===== config.mk =====
export PLATFORM = sky130hd
export DESIGN_NAME = pin_sample_scheduler
export DESIGN_NICKNAME = d
export VERILOG_FILES = /design/src/rtl/pin_sample_scheduler.sv
export SDC_FILE = /design/constraint.sdc
export NUM_CORES = 1
export LEC_CHECK = 0
export CAP_MARGIN = 30
export CORE_UTILIZATION = 50
export DETAILED_ROUTE_END_ITERATION = 16
export GPL_TIMING_DRIVEN = 0
export PLACE_DENSITY = 0.73
export SYNTH_ARGS = -nofsm -noshare
export SYNTH_HDL_FRONTEND = slang
export SYNTH_SLANG_ARGS = --single-unit

===== constraint.sdc =====
create_clock -name clk -period 6.85 [get_ports clk]
set_clock_uncertainty 0.1 [all_clocks]
set_input_delay 1.7125 -clock clk [delete_from_list [all_inputs] [get_ports clk]]
set_output_delay 1.7125 -clock clk [all_outputs]
set_load 0.005 [all_outputs]

===== src/rtl/pin_sample_scheduler.sv =====
// pin_sample_scheduler: periodic sweep of enabled pin controllers into a host-drained sample FIFO
// Ports: clk/reset (async, active-low); run, sample_period, pin_mask, clear control the sweeps;
// bus_req/bus_gnt/addr/data_rd/data_in form the shared register-bus read path;
// fifo_rd/fifo_data/fifo_empty/fifo_count are the host FIFO side; overflow/overrun are sticky flags.
// Define SCHED_TIMESTAMP_EN to widen FIFO words to 32 bits with a free-running timestamp in [31:16].
module pin_sample_scheduler #(
    parameter int NUM_PINS      = 8,
    parameter int FIFO_DEPTH    = 16,
    parameter int SAMPLE_OFFSET = 7,
`ifdef SCHED_TIMESTAMP_EN
    localparam int FW = 32,
`else
    localparam int FW = 16,
`endif
    localparam int AW = $clog2(FIFO_DEPTH)
) (
    input  logic                clk,
    input  logic                reset,
    input  logic                run,
    input  logic [15:0]         sample_period,
    input  logic [NUM_PINS-1:0] pin_mask,
    input  logic                clear,
    output logic                bus_req,
    input  logic                bus_gnt,
    output logic [20:0]         addr,
    output logic                data_rd,
    input  logic [15:0]         data_in,
    input  logic                fifo_rd,
    output logic [FW-1:0]       fifo_data,
    output logic                fifo_empty,
    output logic [AW:0]         fifo_count,
    output logic                overflow,
    output logic                overrun
);
    typedef enum logic [1:0] {IDLE, REQ, READ, PUSH} state_t;
    state_t state, state_nx;
    logic [15:0] period_cnt, reload;
    logic tick, sweep_start;
    logic [NUM_PINS-1:0] mask_q;
    logic [7:0] pin, first_pin, next_pin;
    logic has_next;
    logic [6:0] sweep_num;
    logic sample_bit;
    logic [FW-1:0] word;
    logic [FW-1:0] mem [FIFO_DEPTH];
    logic [AW-1:0] wr_ptr, rd_ptr;
    logic push, do_push, do_pop, full;
    logic unused;

    assign unused = ^data_in[15:1];
    assign reload = (sample_period == 16'd0) ? 16'd1 : sample_period;
    assign tick = run && period_cnt == 16'd1;
    assign sweep_start = state == IDLE && tick && |pin_mask;

    always_ff @(posedge clk or negedge reset) begin
        if (!reset) period_cnt <= 16'd1;
        else period_cnt <= (!run || tick) ? reload : period_cnt - 16'd1;
    end

    // Lowest set bit of the live mask for sweep start, and lowest latched bit above the current pin.
    always_comb begin
        first_pin = '0;
        next_pin = pin;
        has_next = 1'b0;
        for (int i = NUM_PINS - 1; i >= 0; i--) begin
            if (pin_mask[i]) first_pin = 8'(i);
            if (mask_q[i] && i > int'(pin)) begin
                has_next = 1'b1;
                next_pin = 8'(i);
            end
        end
    end

    always_ff @(posedge clk or negedge reset) begin
        if (!reset) state <= IDLE;
        else state <= state_nx;
    end

    always_comb begin
        state_nx = state;
        bus_req = 1'b0;
        data_rd = 1'b0;
        addr = '0;
        unique case (state)
            IDLE: state_nx = sweep_start ? REQ : IDLE;
            REQ: begin
                bus_req = 1'b1;
                state_nx = bus_gnt ? READ : REQ;
            end
            READ: begin
                bus_req = 1'b1;
                data_rd = bus_gnt;
                addr = bus_gnt ? (21'(pin) << 8) + 21'(SAMPLE_OFFSET) : '0;
                state_nx = bus_gnt ? PUSH : REQ;
            end
            PUSH: state_nx = has_next ? REQ : IDLE;
        endcase
    end

    always_ff @(posedge clk or negedge reset) begin
        if (!reset) begin
            mask_q <= '0;
            pin <= '0;
            sweep_num <= '0;
            sample_bit <= 1'b0;
        end else begin
            if (sweep_start) begin
                mask_q <= pin_mask;
                pin <= first_pin;
                sweep_num <= sweep_num + 7'd1;
            end
            if (state == READ && bus_gnt) sample_bit <= data_in[0];
            if (state == PUSH && has_next) pin <= next_pin;
        end
    end

    // sweep_num already counts the running sweep, so the word carries the pre-increment value.
`ifdef SCHED_TIMESTAMP_EN
    logic [15:0] ts;
    always_ff @(posedge clk or negedge reset) begin
        if (!reset) ts <= '0;
        else ts <= ts + 16'd1;
    end
    assign word = {ts, pin, sweep_num - 7'd1, sample_bit};
`else
    assign word = {pin, sweep_num - 7'd1, sample_bit};
`endif

    assign push = state == PUSH;
    assign full = fifo_count == (AW+1)'(FIFO_DEPTH);
    assign do_pop = fifo_rd && fifo_count != '0;
    assign do_push = push && (!full || do_pop);
    assign fifo_empty = fifo_count == '0;
    assign fifo_data = fifo_empty ? '0 : mem[rd_ptr];

    always_ff @(posedge clk) begin
        if (do_push && !clear) mem[wr_ptr] <= word;
    end

    always_ff @(posedge clk or negedge reset) begin
        if (!reset) begin
            wr_ptr <= '0;
            rd_ptr <= '0;
            fifo_count <= '0;
            overflow <= 1'b0;
            overrun <= 1'b0;
        end else if (clear) begin
            wr_ptr <= '0;
            rd_ptr <= '0;
            fifo_count <= '0;
            overflow <= 1'b0;
            overrun <= 1'b0;
        end else begin
            if (do_push) wr_ptr <= wr_ptr + 1'b1;
            if (do_pop) rd_ptr <= rd_ptr + 1'b1;
            fifo_count <= fifo_count + (AW+1)'(do_push) - (AW+1)'(do_pop);
            overflow <= overflow | (push && !do_push);
            overrun <= overrun | (tick && state != IDLE);
        end
    end
endmodule


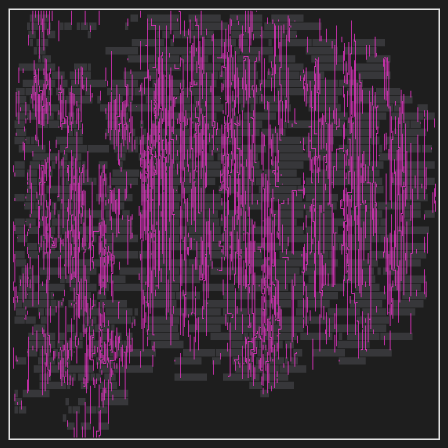
met2.png
Scale: 3 px per um. Cells faint in the background.
- longest straight run: 69.4 um
- wire length on this layer: 10800 um
- nets with wire on the layer: 685
- main direction: vertical
drt total wl: 21.1 mm
via total after detailed routing: 5670
grt met2 use: 0.374

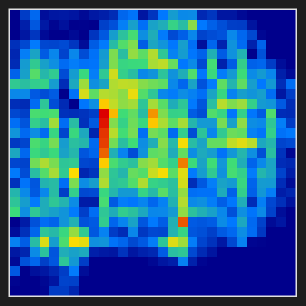
wire_density.png
Scale: 2 px per um. 29 x 29 tiles, from dark blue (low) to red (high), scaled to the fullest tile. Values are wire area over tile area, all layers added.
- mean over tiles: 0.17
- tiles over half the peak: 15%
- densest ninth of the die: center
routed wire length per instance: 20.7 um
all-layer global routing usage: 0.214

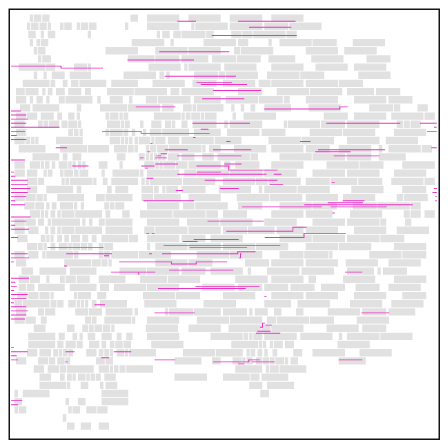
met3.png
Scale: 3 px per um. Cells faint in the background.
- main direction: horizontal
- share of all routed wire: 6.3%
met3 track utilization from global routing: 0.0319

-- state kept, by name, summed over array words and instances, names as in the netlist --
name / cells
mem: 176
period_cnt: 16
mask_q: 7
sweep_num: 7
fifo_count: 5
rd_ptr: 4
wr_ptr: 4
pin: 3
state: 2
overflow: 1
overrun: 1
sample_bit: 1
-- power by group through the flow --
stage / Combinational, mW / Sequential [mW] / Clock [mW]
2_1_floorplan: 0.372 / 1.56 / 0
3_3_place_gp: 0.565 / 1.56 / 0
4_1_cts: 0.586 / 1.54 / 1.25
3_5_place_dp: 0.585 / 1.56 / 0
5_1_grt: 0.630 / 1.54 / 1.30
6_report: 0.579 / 1.54 / 1.24
-- stage by stage --
stage,instance area (sq um),power [mW],hold slack (ns),setup WS [ns],instances
2_1_floorplan,9980,1.93,0.350,3.00,634
3_3_place_gp,10900,2.13,0.365,1.85,956
3_5_place_dp,11100,2.15,0.384,1.92,976
4_1_cts,11900,3.37,0.397,1.59,1017
5_1_grt,11900,3.47,0.418,1.56,1019
6_report,11900,3.35,0.389,1.61,1019
-- worst paths after layout --
kind,from,depth (start not counted),endpoint
max in group asynchronous,reset,2,period_cnt[0]
min reg2reg,sweep_num[6],1,sweep_num[6]
max,rd_ptr[1],6,fifo_data[9]
min,sweep_num[6],1,sweep_num[6]
max reg2reg,fifo_count[3],11,fifo_count[4]
min in group asynchronous,reset,1,rd_ptr[1]
-- final cells by class --
cell class | instances | area, sq um
multi-input combinational | 343 | 3070
buffer | 48 | 310
sequential | 227 | 6560
timing repair buffer | 79 | 801
clock inverter | 10 | 96.3
clock buffer | 31 | 648
tap | 265 | 332
inverter | 16 | 60.1
fill | 1407 | 7580
-- synthesized netlist by cell type, types with 16 or more instances --
cell | n | share of area
sky130_fd_sc_hd__o21ai_0 | 25 | 0.013
sky130_fd_sc_hd__nor2_1 | 41 | 0.016
sky130_fd_sc_hd__inv_1 | 16 | 0.0061
sky130_fd_sc_hd__edfxtp_1 | 176 | 0.53
sky130_fd_sc_hd__xnor2_1 | 20 | 0.018
sky130_fd_sc_hd__buf_4 | 25 | 0.019
sky130_fd_sc_hd__mux4_2 | 55 | 0.12
sky130_fd_sc_hd__ha_1 | 18 | 0.023
sky130_fd_sc_hd__nand2_1 | 36 | 0.014
sky130_fd_sc_hd__dfrtp_1 | 50 | 0.13
sky130_fd_sc_hd__nor2b_1 | 19 | 0.012
-- layer usage --
layer | up-vias | routed length [um]
met5 | - | 0
met4 | 0 | 471
met3 | 36 | 1320
met2 | 229 | 10800
met1 | 2875 | 8490
li1 | 2530 | -
-- logic make-up (layout without fill, tap and decap cells) --
logic type               after synthesis  count (layout)  synth area share
flip-flops                           227             227             0.662
XOR/XNOR                              33              33            0.0292
buffers and inverters                 64             184            0.0374
AND/OR/NAND/NOR                      151             151            0.0776
other                                  1              20          0.000378
multiplexers                          67              67             0.138
adder cells (fa/ha/maj)               19              19            0.0247
AND-OR/OR-AND                         53              53            0.0307
-- worst max-delay path, delay by kind of cell (launching register included) --
| kind | cells | cell delay [ns] |
|---|---|---|
| buf+inv | 3 | 1.48 |
| mux | 2 | 0.89 |
| flops | 1 | 0.35 |
| simple gates | 1 | 0.17 |
==> results.cfg <==
; implementation run metrics
[finish]
layout.nets = 804
fraction_of_final_layout_cells_sized_beyond_drive_strength_1 = 0.204
area_delta_synth_final_pct = 19.9

[timing]
final_min_period_over_clock_period = 0.765
finalMaxSlewViolations = 0
worstMarginPinSlew_ns = 0.977
final-hold-violation-count = 0
finalSetupTns_ns = 0
final.min_clock_period_ns = 5.24

[run]
warnings = 50
cap_viol_max_count = 0

[floorplan]
die_width_um = 143
core_box_area_sq_um = 19500

[worst_setup_path]
worst_setup_path_end_kind = output port
critical_path.startpoint_type = flip-flop
worstPathCellList = buf_2 -> clkbuf_1 -> mux4_2 -> mux4_2 -> nor2b_1 -> clkdlybuf4s50_1
timing.critical_path.required_ns = 5.04
critical_path.slowest_cell = sky130_fd_sc_hd__clkbuf_1
worst_path_largest_cell_delay_ns = 0.71

[synth]
synth.lib_cells_used.distinct = 51
synth.yosys.seq_area_share = 0.662
postSynth.asyncResetShare = 0.225
ys_cells = 615
postSynth.topFlopCell = sky130_fd_sc_hd__edfxtp_1
postSynthAreaPerCell_sq_um = 16.1
synth.ff_latch_count = 227

[clock_network]
clock_tree.buffer_depth = 3
clockRootBuffer = sky130_fd_sc_hd__clkbuf_16
cts-htree-levels = 1
clkTransAtPathRegs_ns = 0.06
clock.latency.late_pin_ns = 0.52
cts_num_sinks = 227

[grt]
congestion_overflow_gr = 0
grt.met1_usage = 0.282
grt_pass1_wl_mm = 31.9
maximum_number_of_pins_on_one_net_before_global_route_repair = 39

[min_path]
hold_path_class = flip-flop to flip-flop

[drt]
post-route-drc-count = 0

[outcome]
result_of_the_run = complete, no violations
No activity file was given, so power comes from the tool's default toggle rates.
